--- config.mk ---
export PLATFORM = sky130hd
export DESIGN_NAME = pickup_respawn_ctrl
export DESIGN_NICKNAME = d
export VERILOG_FILES = /design/src/rtl/pickup_respawn_ctrl.sv
export SDC_FILE = /design/constraint.sdc
export NUM_CORES = 1
export LEC_CHECK = 0
export ABC_AREA = 1
export CAP_MARGIN = 20
export CORE_UTILIZATION = 40
export DETAILED_ROUTE_END_ITERATION = 8
export GPL_TIMING_DRIVEN = 0
export HOLD_SLACK_MARGIN = 0.03
export MAX_ROUTING_LAYER = met4
export PLACE_DENSITY = 0.66
export SYNTH_ARGS = -nofsm -noshare
export SYNTH_HDL_FRONTEND = slang
export SYNTH_SLANG_ARGS = --single-unit
--- constraint.sdc ---
create_clock -name clk -period 1.58 [get_ports clk]
set_clock_uncertainty 0.05 [all_clocks]
set_input_delay 0.316 -clock clk [delete_from_list [all_inputs] [get_ports clk]]
set_output_delay 0.316 -clock clk [all_outputs]
set_load 0.01 [all_outputs]
--- src/rtl/pickup_respawn_ctrl.sv ---
// Pickup lifecycle controller: visibility, collect counter, respawn timer and spawn position.
// Optional post-respawn blink window enabled by defining PICKUP_BLINK_EN.
module pickup_respawn_ctrl #(
    parameter int RESPAWN_FRAMES = 120,
    parameter int COUNT_W        = 8,
    parameter int BLINK_FRAMES   = 64
) (
    input  logic               clk,
    input  logic               resetN,
    input  logic               startOfFrame,
    input  logic               hitPulse,
    input  logic               enable,
    input  logic               clearCount,
    output logic               pickupVisible,
    output logic [10:0]        pickupTLX,
    output logic [10:0]        pickupTLY,
    output logic [COUNT_W-1:0] collectCount,
    output logic               collectStrobe
);

    if (RESPAWN_FRAMES < 1 || RESPAWN_FRAMES > 1023 ||
        BLINK_FRAMES < 0 || BLINK_FRAMES > 1023) begin : gParamCheck
        $error("pickup_respawn_ctrl: RESPAWN_FRAMES or BLINK_FRAMES out of range");
    end

    localparam logic [9:0] RESPAWN_LAST = 10'(RESPAWN_FRAMES - 1);

    typedef enum logic [1:0] {
        IDLE      = 2'd0,
        ACTIVE    = 2'd1,
        COLLECTED = 2'd2
    } state_t;

    state_t             state;
    state_t             nextState;
    logic [1:0]         posIdx;
    logic [1:0]         posIdxNext;
    logic [9:0]         frameCnt;
    logic [9:0]         frameCntNext;
    logic               hit_d;
    logic               hitEdge;
    logic               hitWindowOk;
    logic               hitAccept;
    logic               visibleNext;
    logic               strobeNext;
    logic [COUNT_W-1:0] countNext;

    function automatic logic [COUNT_W-1:0] satInc(input logic [COUNT_W-1:0] v);
        return (&v) ? v : v + 1'b1;
    endfunction

    function automatic logic [10:0] posX(input logic [1:0] idx);
        return idx[0] ? 11'd500 : 11'd100;
    endfunction

    function automatic logic [10:0] posY(input logic [1:0] idx);
        return idx[1] ? 11'd380 : 11'd100;
    endfunction

    // Only the rising edge of the multi-cycle hit level is a collection attempt.
    assign hitEdge = hitPulse & ~hit_d;

`ifdef PICKUP_BLINK_EN
    localparam logic [9:0] BLINK_LAST = 10'(BLINK_FRAMES - 1);
    localparam logic       BLINK_USE  = (BLINK_FRAMES != 0);

    logic       blinkOn;
    logic       blinkOnNext;
    logic [9:0] blinkCnt;
    logic [9:0] blinkCntNext;

    // While blinking, a hit only counts when the pickup is actually shown.
    assign hitWindowOk = ~blinkOn | pickupVisible;
`else
    assign hitWindowOk = 1'b1;
`endif

    always_ff @(posedge clk or negedge resetN) begin
        if (!resetN) begin
            state    <= IDLE;
            posIdx   <= 2'd0;
            frameCnt <= 10'd0;
            hit_d    <= 1'b0;
`ifdef PICKUP_BLINK_EN
            blinkOn  <= 1'b0;
            blinkCnt <= 10'd0;
`endif
        end else begin
            state    <= nextState;
            posIdx   <= posIdxNext;
            frameCnt <= frameCntNext;
            hit_d    <= hitPulse;
`ifdef PICKUP_BLINK_EN
            blinkOn  <= blinkOnNext;
            blinkCnt <= blinkCntNext;
`endif
        end
    end

    always_comb begin
        nextState    = state;
        posIdxNext   = posIdx;
        frameCntNext = frameCnt;
        hitAccept    = 1'b0;
        if (!enable) begin
            nextState    = IDLE;
            frameCntNext = 10'd0;
        end else begin
            unique case (state)
                IDLE: begin
                    if (startOfFrame) nextState = ACTIVE;
                end
                ACTIVE: begin
                    // A hit coinciding with a frame start wins; that frame start is not counted.
                    if (hitEdge && hitWindowOk) begin
                        hitAccept    = 1'b1;
                        nextState    = COLLECTED;
                        frameCntNext = 10'd0;
                    end
                end
                COLLECTED: begin
                    if (startOfFrame) begin
                        if (frameCnt == RESPAWN_LAST) begin
                            nextState    = ACTIVE;
                            posIdxNext   = posIdx + 2'd1;
                            frameCntNext = 10'd0;
                        end else begin
                            frameCntNext = frameCnt + 10'd1;
                        end
                    end
                end
                default: nextState = IDLE;
            endcase
        end
    end

`ifdef PICKUP_BLINK_EN
    always_comb begin
        blinkOnNext  = blinkOn;
        blinkCntNext = blinkCnt;
        if (nextState != ACTIVE) begin
            blinkOnNext  = 1'b0;
            blinkCntNext = 10'd0;
        end else if (state == COLLECTED) begin
            blinkOnNext  = BLINK_USE;
            blinkCntNext = 10'd0;
        end else if (blinkOn && startOfFrame) begin
            if (blinkCnt == BLINK_LAST) begin
                blinkOnNext = 1'b0;
            end else begin
                blinkCntNext = blinkCnt + 10'd1;
            end
        end
    end
`endif

    always_comb begin
        visibleNext = (nextState == ACTIVE);
`ifdef PICKUP_BLINK_EN
        if (blinkOnNext && !blinkCntNext[3]) visibleNext = 1'b0;
`endif
        strobeNext = hitAccept;
        if (clearCount) begin
            countNext = '0;
        end else if (hitAccept) begin
            countNext = satInc(collectCount);
        end else begin
            countNext = collectCount;
        end
    end

    // Position registers follow posIdx one cycle later.
    always_ff @(posedge clk or negedge resetN) begin
        if (!resetN) begin
            pickupVisible <= 1'b0;
            collectStrobe <= 1'b0;
            collectCount  <= '0;
            pickupTLX     <= 11'd100;
            pickupTLY     <= 11'd100;
        end else begin
            pickupVisible <= visibleNext;
            collectStrobe <= strobeNext;
            collectCount  <= countNext;
            pickupTLX     <= posX(posIdx);
            pickupTLY     <= posY(posIdx);
        end
    end

endmodule

==> flow_summary.yaml, run 1 <==
# synthesis and place-and-route metrics
routing:
  viasPerCell: 4.50
  drt_iter0_drc: 46
  ant_nets: 0
  dr.pass1.iters: 4
  wl_um: 3190
  highest_layer: "met4"
  wl_met2_um: 1370
  drc: 0
  m1WireLength_um: 1650
setup_path:
  worstSetupPathType: "reg2out"
  path_cells: "clkdlybuf4s50_1"
  critPathLaunchType: "flop"
  startpoint: "collectCount[0]"
  cp_top_family: "buffers and inverters"
  cpPeakStageDelay_ns: 0.54
  r2r_slack_ns: 0.09
  r2r-start: "collectCount[0]"
  critPathBufInv: 1
  cp_num_cells: 1
  path_max_fanout: 2
  rr_worst_depth: 8
  crit_slowest_cell: "clkdlybuf4s50_1"
  r2r-end: "collectCount[5]"
  endpoint: "collectCount[0]"
  cp.required_ns: 1.21
  cp-end-kind: "primary output"
layout:
  largest_register_ffs: 10
  comb_share_pct: 36.2
  drive_above_1_share_pct: 24.8
  final_area_mm2: 0.00218
  syn_to_final_growth_pct: 32.9
  layout.area.comb_um2: 791
  largest_cell_class: "combinational gates"
  buffer_area_share_pct: 23.6
  top_regs: "frameCnt: 10 flops, collectCount: 8 flops"
  seq_share_pct: 31.1
  design.seq.count: 27
  regMostFlops: "frameCnt"
  antenna_cells: 0
  lay_top_count: "nand2_1"
  final_nets: 271
  flop_area_um2: 678
  lay_top_cells: "nand2_1 (51), buf_4 (29), dfrtp_1 (25)"
  clock_buffers: 4
  clk_share_pct: 2.06
  inv_count: 24
logic_synthesis:
  synthTopCellsByCount: "nand2_1 (53), dfrtp_1 (27), buf_4 (21)"
  edf_count: 0
  avgSynthCellArea_um2: 7.74
  fa_ha_area_share_pct: 1.52
  yosysChipArea_mm2: 0.00164
  netlist_instances: 212
  aoi_share_pct: 8.69
  ff_type: "dfrtp_1"
  ys_cells: 212
  yosys_warnings: 0
  synth_flops: 27
  yosysMostFrequentCell: "nand2_1"
  syn-cell-area_mm2: 0.00164
  synth-xor-area-share_pct: 1.60
  synth.logic.top_family: "simple AND/OR/NAND/NOR gates"
  synth_top_area_share_pct: 41.2
  top_area_cell: "dfrtp_1"
final_timing:
  slew_viol_final: 0
  setup_viol: 0
  rsz0062_at_grt: "true"
  fmax_ghz: 0.653
  worst_pin_slew_ns: 0.612
  layout_setup_ws_ns: 0.0485
  finalCritPeriodShare_pct: 96.9
  hold_viol: 0
  finalSetupTns_ns: 0
  max_slew_margin_pct: 59.1
global_route:
  overflow: 0
  grt_max_degree: 18
  grt_pass1_wl_um: 5510
  grt_pass1_vias: 1288
placed_design:
  placed_area_mm2: 0.00199
  finalWeightedCongestion: 0.868
  dp.cells: 296
  dp_hpwl_um: 2270
  place_ws_ns: -0.185
  port_buffers: 21
power_and_ir_drop:
  powerDensity_mw_per_mm2: 623
  seq_power_share_pct: 53.0
  intPower_uw: 1010
  p_sw_uw: 353
  switching_share_pct: 25.9
  ir_drop_uv: 337
  p_leak_uw: 0.00119
clock_network:
  numCtsBuffers: 3
  h-tree-depth: 1
  cts_post_setup_buffers_inserted: 7
  clk_pin_slew_ns: 0.09
  cts_sinks: 27
  cts_hold_buf: 0
  ctsResizeCount: 8
  clock-root-buffer: "clkbuf_8"
  max-clock-path-buffers: 2
  cts_tree: "built"
run:
  warning_count: 27
  maxCapViolCount: 0
floorplan:
  initial_core_util_pct: 43.2
  die_h_um: 66.1
  io_pins: 38
  rows: 22
hold_path:
  hold_path_class: "in2async"
status:
  status: "finished, final reports clean"
-- run 1: per-stage QoR --
| step | hold WS, ns | total power (uW) |
|---|---|---|
| 3_3_place_gp | 0.363 | 945 |
| 4_1_cts | 0.388 | 1350 |
| 5_1_grt | 0.398 | 1420 |
| 2_1_floorplan | -0.0296 | 873 |
| 6_report | 0.364 | 1360 |
| 3_5_place_dp | 0.367 | 954 |
-- run 1: layer usage --
metal	global-route usage, %	up-vias
met2	25.4	32
met1	23.4	616
met5	-	-
met4	6.38	0
met3	1.55	5
li1	-	743
-- run 1: power by group through the flow --
stage / Clock [uW] / Combinational (uW) / Sequential, uW
after CTS: 407 / 225 / 720
final: 396 / 244 / 720
after detailed placement: 0 / 216 / 738
after floorplan: 0 / 131 / 742
after global routing: 430 / 271 / 724
after global placement: 0 / 207 / 738
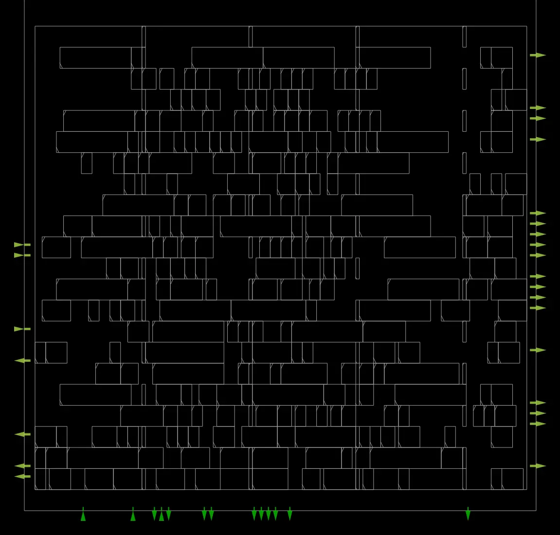
Figure 1: run 1, placement view.
Final Non-Filler Cells: 310
Util after Layout: 57.4%
core area: 0.00380 mm2
filler instances: 355
tapcell count: 48

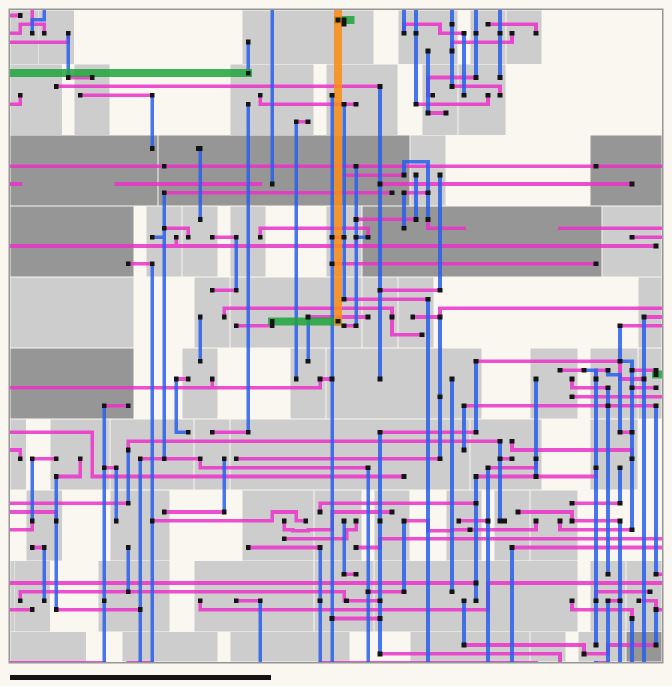
Figure 2: run 1, zoomed window.
Bar = 10 um. Window x 21 to 46, y 7 to 32 um. Cells in grey, sequential cells in the stronger grey; small squares are vias.
colour	layer
blue	M2
magenta	M1
green	M3
orange	M4
cells with their middle in the window	52
netlist names of flops here include	collectCount (3)
sequential cells in the window	5
most frequent	nand2_1 (14), inv_1 (5), nand3_1 (5)

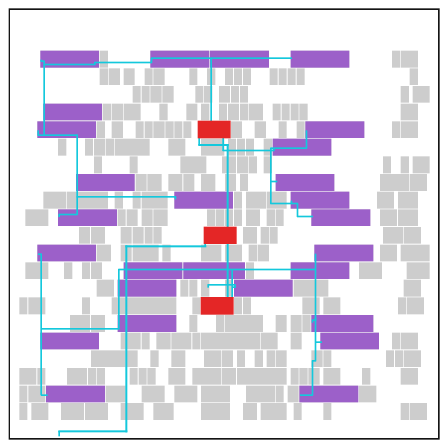
Figure 3: run 1, routed clock nets over the placement.
[red] clock-net drivers | count: 3
[cyan] clock wires | length: 341 um
[purple] flip-flops | count: 27
flops lie	all over the die
Clock Power Share: 29.1%
Clock Power: 396 uW
clock latency on the worst-skew pair: 0.28 ns

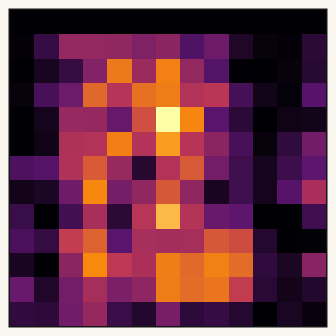
Figure 4: run 1, wire density map.
13 x 13 tiles, from black (low) to pale yellow (high), scaled to the fullest tile. Values are wire area over tile area, all layers added.
emptiest ninth of the die	top right
fullest tile	0.42
mean over tiles	0.12
tiles over half the peak	17%
total track usage: 16.8%
WL/cell: 10.3 um
DR vias: 1396

==> inputs of run 2 (changes only) <==
--- a/config.mk
+++ b/config.mk
@@ -6,10 +6,10 @@
 export NUM_CORES = 1
 export LEC_CHECK = 0
 export ABC_AREA = 1
-export CAP_MARGIN = 20
+export CAP_MARGIN = 15
 export CORE_UTILIZATION = 40
 export DETAILED_ROUTE_END_ITERATION = 8
-export GPL_TIMING_DRIVEN = 0
+export GPL_TIMING_DRIVEN = 1
 export HOLD_SLACK_MARGIN = 0.03
 export MAX_ROUTING_LAYER = met4
 export PLACE_DENSITY = 0.66
==> flow_summary.yaml, run 2 <==
# synthesis and place-and-route metrics
logic_synthesis:
  syn-cell-area_mm2: 0.00164
  fa_ha_area_share_pct: 1.52
  top_area_cell: "dfrtp_1"
  yosys_warnings: 0
  synth.logic.top_family: "simple AND/OR/NAND/NOR gates"
  synth_flops: 27
  yosysMostFrequentCell: "nand2_1"
  netlist_instances: 212
  edf_count: 0
  avgSynthCellArea_um2: 7.74
  ff_type: "dfrtp_1"
  yosysChipArea_mm2: 0.00164
  synthTopCellsByCount: "nand2_1 (53), dfrtp_1 (27), buf_4 (21)"
  ys_cells: 212
  yosys-top-cells-area: "dfrtp_1 (41%), nand2_1 (12%), buf_4 (9.6%)"
  synth-xor-area-share_pct: 1.60
  aoi_share_pct: 8.69
  synth_top_area_share_pct: 41.2
routing:
  m1WireLength_um: 1710
  dr.pass1.iters: 4
  ant_nets: 0
  highest_layer: "met4"
  wl_um: 3350
  wl_per_cell_um: 10.9
  viasPerCell: 4.65
  wl_met2_um: 1500
  drt_iter0_drc: 30
  drc: 0
setup_path:
  cp_top_family: "buffers and inverters"
  cp_data_arrival_time_ns: 1.16
  cp_num_cells: 1
  rr_worst_depth: 8
  r2r_slack_ns: 0.08
  r2r-end: "collectCount[2]"
  crit_slowest_cell: "clkdlybuf4s50_1"
  endpoint: "pickupTLY[3]"
  cp-end-kind: "primary output"
  startpoint: "pickupTLY[4]"
  cp.required_ns: 1.21
  critPathLaunchType: "flop"
  path_cells: "clkdlybuf4s50_1"
  r2r-start: "collectCount[0]"
  cpPeakStageDelay_ns: 0.53
  path_max_fanout: 3
  worstSetupPathType: "reg2out"
  critPathBufInv: 1
hold_path:
  hold_path_class: "in2async"
layout:
  top_regs: "frameCnt: 10 flops, collectCount: 8 flops"
  syn_to_final_growth_pct: 30.1
  largest_register_ffs: 10
  antenna_cells: 0
  regMostFlops: "frameCnt"
  final_nets: 267
  final_area_mm2: 0.00214
  lay_top_cells: "nand2_1 (51), buf_4 (26), dfrtp_1 (25)"
  drive_above_1_share_pct: 24.4
  final_util_pct: 56.2
  n_fill_cell: 357
power_and_ir_drop:
  top_power_group: "sequential cells"
  power_combinational_uw: 237
  pwr-share-comb_pct: 17.6
  intPower_uw: 991
  p_sw_uw: 351
  p_leak_uw: 0.00121
  switching_share_pct: 26.1
  powerDensity_mw_per_mm2: 628
  total_power_uw: 1340
  seq_power_uw: 720
  ir_drop_uv: 454
  seq_power_share_pct: 53.7
floorplan:
  core_mm2: 0.00380
  die_h_um: 66.1
  io_pins: 38
  initial_core_util_pct: 43.2
  rows: 22
clock_network:
  clk_pin_slew_ns: 0.09
  clock-root-buffer: "clkbuf_8"
  ctsResizeCount: 4
  max-clock-path-buffers: 2
  h-tree-depth: 1
  cts_tree: "built"
  cts_sinks: 27
  cts_hold_buf: 0
  numCtsBuffers: 3
  cts_post_setup_buffers_inserted: 8
global_route:
  grtUsageMet2_pct: 26.0
  grt_pass1_wl_um: 5690
  antenna_found_initial: 0
  grt_max_degree: 28
  overflow: 0
  use_met1_pct: 24.8
  grt_busiest_layer: "met2"
  grt_pass1_vias: 1282
  grt_util_met3_pct: 1.55
status:
  status: "finished, final reports clean"
placed_design:
  dp.cells: 288
  dp_hpwl_um: 2330
  placed_area_mm2: 0.00192
  finalWeightedCongestion: 0.831
  port_buffers: 21
  place_ws_ns: -0.178
final_timing:
  slew_viol_final: 0
  hold_viol: 0
  fmax_ghz: 0.655
  layout_setup_ws_ns: 0.0540
  setup_viol: 0
  hold_ws_ns: 0.366
  finalCritPeriodShare_pct: 96.6
  finalSetupTns_ns: 0
run:
  maxCapViolCount: 0
  warning_count: 26
run 2: cell types whose count changed in the layout (fill, tap and decap cells not counted), sizes merged:
cell | previous run | this run
buf | 32 | 27
clkbuf | 5 | 3
clkdlybuf4s15 | 1 | 0
clkinv | 1 | 2
dlygate4sd2 | 5 | 2
dlymetal6s2s | 6 | 10
nand3 | 18 | 19
o21ai | 14 | 15
run 2: area by class of cell:
cell class / count / area [um2] / share of cell area [%]
inverter: 24 / 90.1 / 4.22
tap: 48 / 60.1 / 2.81
sequential: 27 / 678 / 31.8
multi-input combinational: 155 / 813 / 38.1
clock buffer: 3 / 41.3 / 1.93
clock inverter: 1 / 5.00 / 0.234
timing repair buffer: 48 / 448 / 21.0
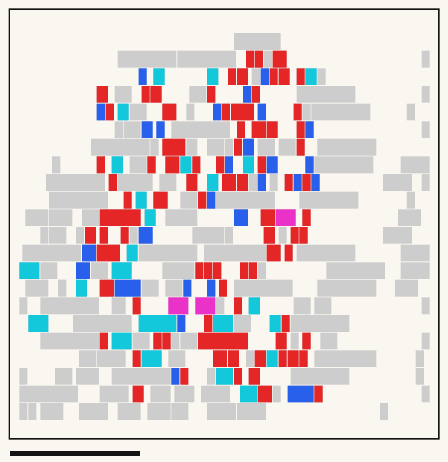
Figure 5: run 2, gate families picked out.
Bar = 20 um.
colour	family	cells
red	nand cells	82
blue	nor cells	27
cyan	aoi and oai cells	24
magenta	xor and xnor cells	3
Top cell excl fill/tap: nand2_1
Final Non-Filler Cells: 306
logic share of the area: 38.1%

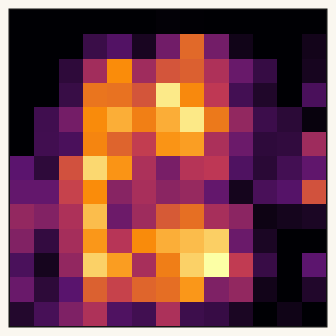
Figure 6: run 2, wire density map.
13 x 13 tiles, from black (low) to pale yellow (high), scaled to the fullest tile. Values are wire area over tile area, all layers added.
tiles over half the peak	28%
fullest tile	0.36
mean over tiles	0.12
emptiest ninth of the die	top right
DR vias: 1422
total track usage: 17.2%

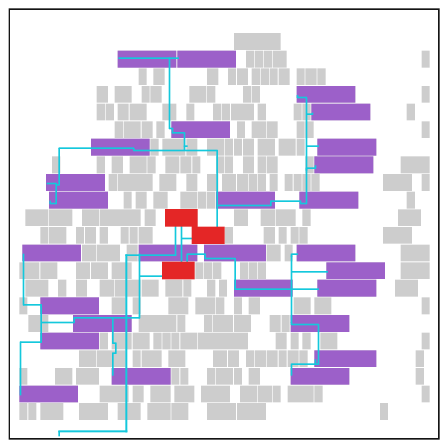
Figure 7: run 2, routed clock nets over the placement.
[purple] flip-flops | count: 27
[red] clock-net drivers | count: 3
[cyan] clock wires | length: 314 um
flops lie	all over the die
Clock Power Share: 28.7%
clock latency on the worst-skew pair: 0.27 ns
Clock Power: 385 uW

Power and IR drop assume default switching activity.
